### src/rtl/typhoon_pkg.sv
// Shared definitions for the tile back-end (flusher, framebuffer reader).
// Holds default geometry, common typedefs and the flusher state encoding.
package typhoon_pkg;

  localparam int DEF_TILE_DIM = 8;    // tile edge in pixels, power of two
  localparam int DEF_SCREEN_W = 640;
  localparam int DEF_SCREEN_H = 480;
  localparam int DEF_ADDR_W   = 20;   // framebuffer word address width
  localparam int DEF_PIX_W    = 16;   // colour word width
  localparam int COORD_W      = 10;   // screen coordinate width
  localparam int DEF_TC_W     = $clog2(DEF_TILE_DIM);

  typedef logic [DEF_PIX_W-1:0]  pixel_t;
  typedef logic [DEF_ADDR_W-1:0] fb_addr_t;
  typedef logic [DEF_TC_W-1:0]   tile_coord_t;

  typedef enum logic [2:0] {
    FL_IDLE,
    FL_RD,    // colour-buffer read issued
    FL_CAP,   // read data returns; capture word + address, clip test
    FL_WR,    // framebuffer write held until ack
    FL_DONE   // one-cycle completion pulse
  } flush_state_t;

endpackage

### src/rtl/fb_addr_gen.sv
// Combinational screen-space address generator.
// Adds a tile-local offset to a tile origin, linearises it into a framebuffer
// word address and flags pixels that fall outside the visible screen.
// Ports:
//   org_x/org_y  in   tile origin in screen pixels
//   off_x/off_y  in   tile-local pixel offset
//   addr         out  (org_y+off_y)*SCREEN_W + (org_x+off_x), truncated
//   clip         out  pixel lies right of or below the screen
module fb_addr_gen
  import typhoon_pkg::*;
#(
  parameter int SCREEN_W = DEF_SCREEN_W,
  parameter int SCREEN_H = DEF_SCREEN_H,
  parameter int ADDR_W   = DEF_ADDR_W,
  parameter int OFF_W    = DEF_TC_W
) (
  input  logic [COORD_W-1:0] org_x,
  input  logic [COORD_W-1:0] org_y,
  input  logic [OFF_W-1:0]   off_x,
  input  logic [OFF_W-1:0]   off_y,
  output logic [ADDR_W-1:0]  addr,
  output logic               clip
);

  // One extra bit so origin+offset never wraps; the product is formed two
  // bits wider than the address so truncation happens only at the very end.
  localparam int SUM_W = COORD_W + 1;
  localparam int LIN_W = ADDR_W + 2;

  logic [SUM_W-1:0] sx, sy;

  always_comb begin
    sx   = SUM_W'(org_x) + SUM_W'(off_x);
    sy   = SUM_W'(org_y) + SUM_W'(off_y);
    addr = ADDR_W'(LIN_W'(sy) * LIN_W'(SCREEN_W) + LIN_W'(sx));
    clip = (sx >= SUM_W'(SCREEN_W)) || (sy >= SUM_W'(SCREEN_H));
  end

endmodule

### src/rtl/tile_flusher.sv
// Tile flusher: copies one finished TILE_DIM x TILE_DIM colour tile from the
// tile colour buffer into the framebuffer, raster order, x fastest.
// Per pixel: RD (issue read) -> CAP (capture data/address) -> WR (hold until
// ack). Off-screen pixels skip WR.
// Ports:
//   BOARD_CLK, RESET_N          clock, async active-low reset
//   start, tile_x, tile_y       flush request + tile origin (taken in IDLE)
//   tile_rd_en/x/y, tile_rd_data colour-buffer read port (1-cycle latency)
//   fb_we, fb_addr, fb_data, fb_ack  framebuffer write handshake
//   busy, done                  status; done is a one-cycle pulse
module tile_flusher
  import typhoon_pkg::*;
#(
  parameter int TILE_DIM = DEF_TILE_DIM,
  parameter int SCREEN_W = DEF_SCREEN_W,
  parameter int SCREEN_H = DEF_SCREEN_H,
  parameter int ADDR_W   = DEF_ADDR_W,
  parameter int PIX_W    = DEF_PIX_W,
  parameter int TC_W     = $clog2(TILE_DIM)
) (
  input  logic                BOARD_CLK,
  input  logic                RESET_N,
  input  logic                start,
  input  logic [COORD_W-1:0]  tile_x,
  input  logic [COORD_W-1:0]  tile_y,
  output logic                tile_rd_en,
  output logic [TC_W-1:0]     tile_rd_x,
  output logic [TC_W-1:0]     tile_rd_y,
  input  logic [PIX_W-1:0]    tile_rd_data,
  output logic                fb_we,
  output logic [ADDR_W-1:0]   fb_addr,
  output logic [PIX_W-1:0]    fb_data,
  input  logic                fb_ack,
  output logic                busy,
  output logic                done
);

  flush_state_t state, state_d;

  logic [COORD_W-1:0] org_x, org_y;
  logic [TC_W-1:0]    px, py;
  logic [ADDR_W-1:0]  addr_nx;
  logic               clip, last;
  logic               load, capture, adv;

  fb_addr_gen #(
    .SCREEN_W (SCREEN_W),
    .SCREEN_H (SCREEN_H),
    .ADDR_W   (ADDR_W),
    .OFF_W    (TC_W)
  ) u_addr_gen (
    .org_x (org_x),
    .org_y (org_y),
    .off_x (px),
    .off_y (py),
    .addr  (addr_nx),
    .clip  (clip)
  );

  assign last = (px == TC_W'(TILE_DIM - 1)) && (py == TC_W'(TILE_DIM - 1));

  always_ff @(posedge BOARD_CLK or negedge RESET_N) begin
    if (!RESET_N) state <= FL_IDLE;
    else          state <= state_d;
  end

  always_comb begin
    state_d = state;
    load    = 1'b0;
    capture = 1'b0;
    adv     = 1'b0;
    unique case (state)
      FL_IDLE: if (start) begin
        load    = 1'b1;
        state_d = FL_RD;
      end
      FL_RD:   state_d = FL_CAP;
      FL_CAP: begin
        capture = 1'b1;
        if (clip) adv = 1'b1;
        else      state_d = FL_WR;
      end
      FL_WR:   if (fb_ack) adv = 1'b1;
      FL_DONE: state_d = FL_IDLE;
      default: state_d = FL_IDLE;
    endcase
    // Clipped pixels and acked writes share one advance path.
    if (adv) state_d = last ? FL_DONE : FL_RD;
  end

  always_ff @(posedge BOARD_CLK or negedge RESET_N) begin
    if (!RESET_N) begin
      org_x   <= '0;
      org_y   <= '0;
      px      <= '0;
      py      <= '0;
      fb_addr <= '0;
      fb_data <= '0;
    end else begin
      if (load) begin
        org_x <= tile_x;
        org_y <= tile_y;
        px    <= '0;
        py    <= '0;
      end
      // Address is captured even for clipped pixels; it is never written out.
      if (capture) begin
        fb_data <= tile_rd_data;
        fb_addr <= addr_nx;
      end
      if (adv) begin
        px <= px + TC_W'(1);
        if (px == TC_W'(TILE_DIM - 1)) py <= py + TC_W'(1);
      end
    end
  end

  assign tile_rd_en = (state == FL_RD);
  assign tile_rd_x  = px;
  assign tile_rd_y  = py;
  assign fb_we      = (state == FL_WR);
  assign busy       = (state != FL_IDLE);
  assign done       = (state == FL_DONE);

endmodule

### config.mk
export PLATFORM = sky130hd
export DESIGN_NAME = tile_flusher
export DESIGN_NICKNAME = d
export VERILOG_FILES = /design/src/rtl/typhoon_pkg.sv /design/src/rtl/fb_addr_gen.sv /design/src/rtl/tile_flusher.sv
export SDC_FILE = /design/constraint.sdc
export NUM_CORES = 1
export LEC_CHECK = 0
export ABC_CLOCK_PERIOD_IN_PS = 7000
export CAP_MARGIN = 10
export CORE_UTILIZATION = 52
export CTS_CLUSTER_DIAMETER = 80
export DETAILED_ROUTE_END_ITERATION = 16
export MAX_ROUTING_LAYER = met4
export PLACE_DENSITY = 0.82
export SETUP_SLACK_MARGIN = 0.02
export SYNTH_ARGS = -nofsm -noshare
export SYNTH_HDL_FRONTEND = slang
export SYNTH_SLANG_ARGS = --single-unit
### constraint.sdc
create_clock -name BOARD_CLK -period 7 [get_ports BOARD_CLK]
set_input_delay 0.7 -clock BOARD_CLK [delete_from_list [all_inputs] [get_ports BOARD_CLK]]
set_output_delay 0.7 -clock BOARD_CLK [all_outputs]
set_load 0.005 [all_outputs]
layer_met1.png
The bar under the picture is 20 um long.
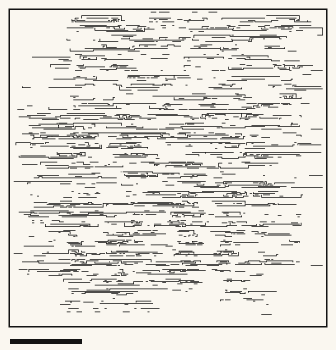
share of all routed wire	46%
longest straight run	24.8 um
main direction	horizontal

layer_met2.png
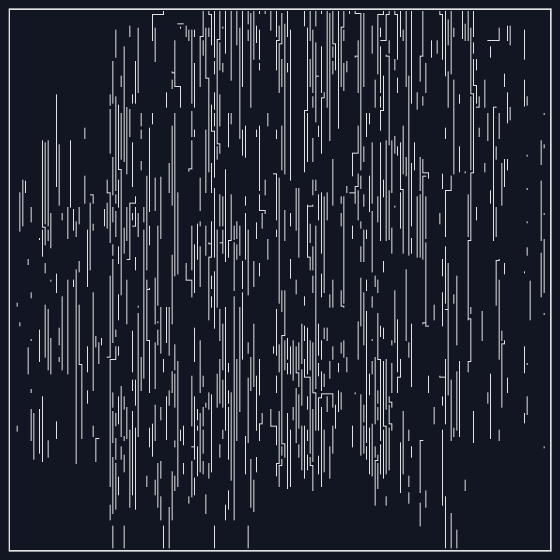
share of all routed wire	49%
wire length on this layer	4,010 um
main direction	vertical
longest straight run	36.4 um
nets with wire on the layer	460

layer_met3.png
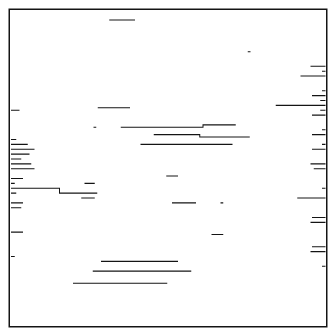
longest straight run	27.1 um
nets with wire on the layer	47
main direction	horizontal
share of all routed wire	4.1%

io_fan.png
The bar under the picture is 20 um long.
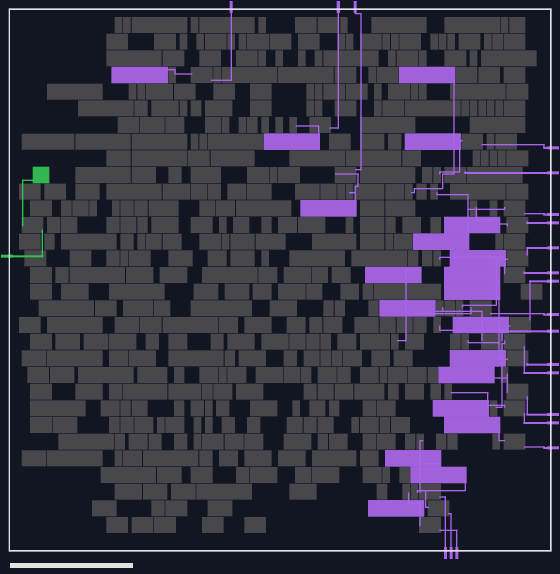
color	port	bits	direction	edge	end cells	buffers	wire
purple	fb_addr	20	output	14 right, 3 top, 3 bottom	20	20	427 um
green	done	1	output	left	1	1	18.4 um

congestion.png
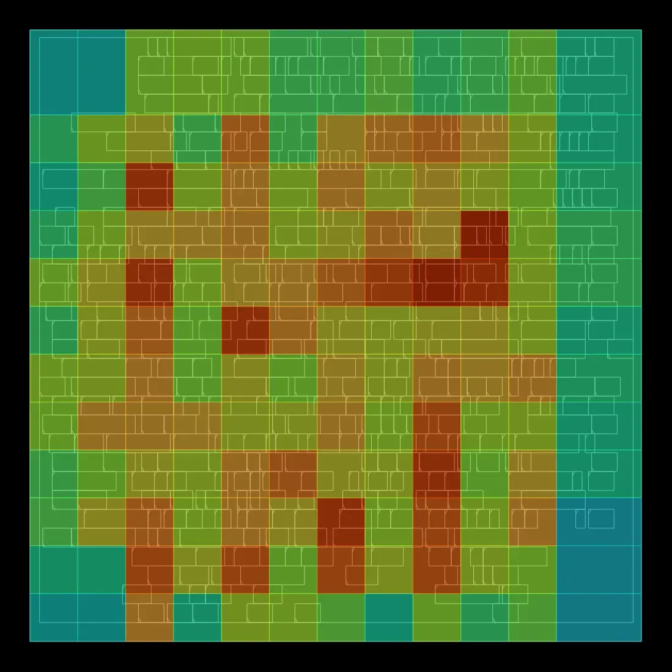
final cell utilization of the core: 69.5%
total track usage: 22.6%
GR met3 Demand/Resource: 4.15%
wire per inst: 14.4 um
layer with the highest usage: met2

==> qor.txt <==
Plain + repair buffers: 88
Hold WC Path Type: register to register
xor+xnor area frac: 9.08%
met2 Track Usage GR: 36.2%
Synth flops: 65
number of flip-flops in the largest register: 20
Register Area: 1630 um^2
vias after detailed routing: 3,015
cell count listed in synth_stat.txt: 382
fraction of power spent switching nets: 42.3%
maximum achievable frequency: 0.233 GHz
number of logic inverters in the finished layout: 4
worst setup timing slack at the placement stage: 2.77 ns
Final Hold Vio Count: 0
multi-input gate share of the layout cell area: 43.4%
fill count: 558
clock buffer count: 9
outcome: completed
number of synthesized flops with an enable pin: 0
vias per cell: 5.26
worst setup path category: register to register
Synth area leaders: sky130_fd_sc_hd__dfrtp_1 (42%), sky130_fd_sc_hd__ha_1 (9.1%), sky130_fd_sc_hd__nand2_1 (8.4%)
met1 global-route usage: 29.5%
number of buffers inserted for hold repair after clock tree synthesis: 0
launching element of the worst setup path: tile_rd_y[1]
met2 WL: 4010 um
combined area of all synthesized cells: 3860 um^2
most frequent cells after synthesis: sky130_fd_sc_hd__nand2_1 (86), sky130_fd_sc_hd__dfrtp_1 (65), sky130_fd_sc_hd__ha_1 (28), sky130_fd_sc_hd__xnor2_1 (26)
core area: 7210 um^2
area fraction in full adders, half adders and majority gates: 11.2%
HPWL Detailed: 6190 um
Net Switching: 0.00119 W
die footprint: 7770 um^2
No activity file was given, so power comes from the tool's default toggle rates.
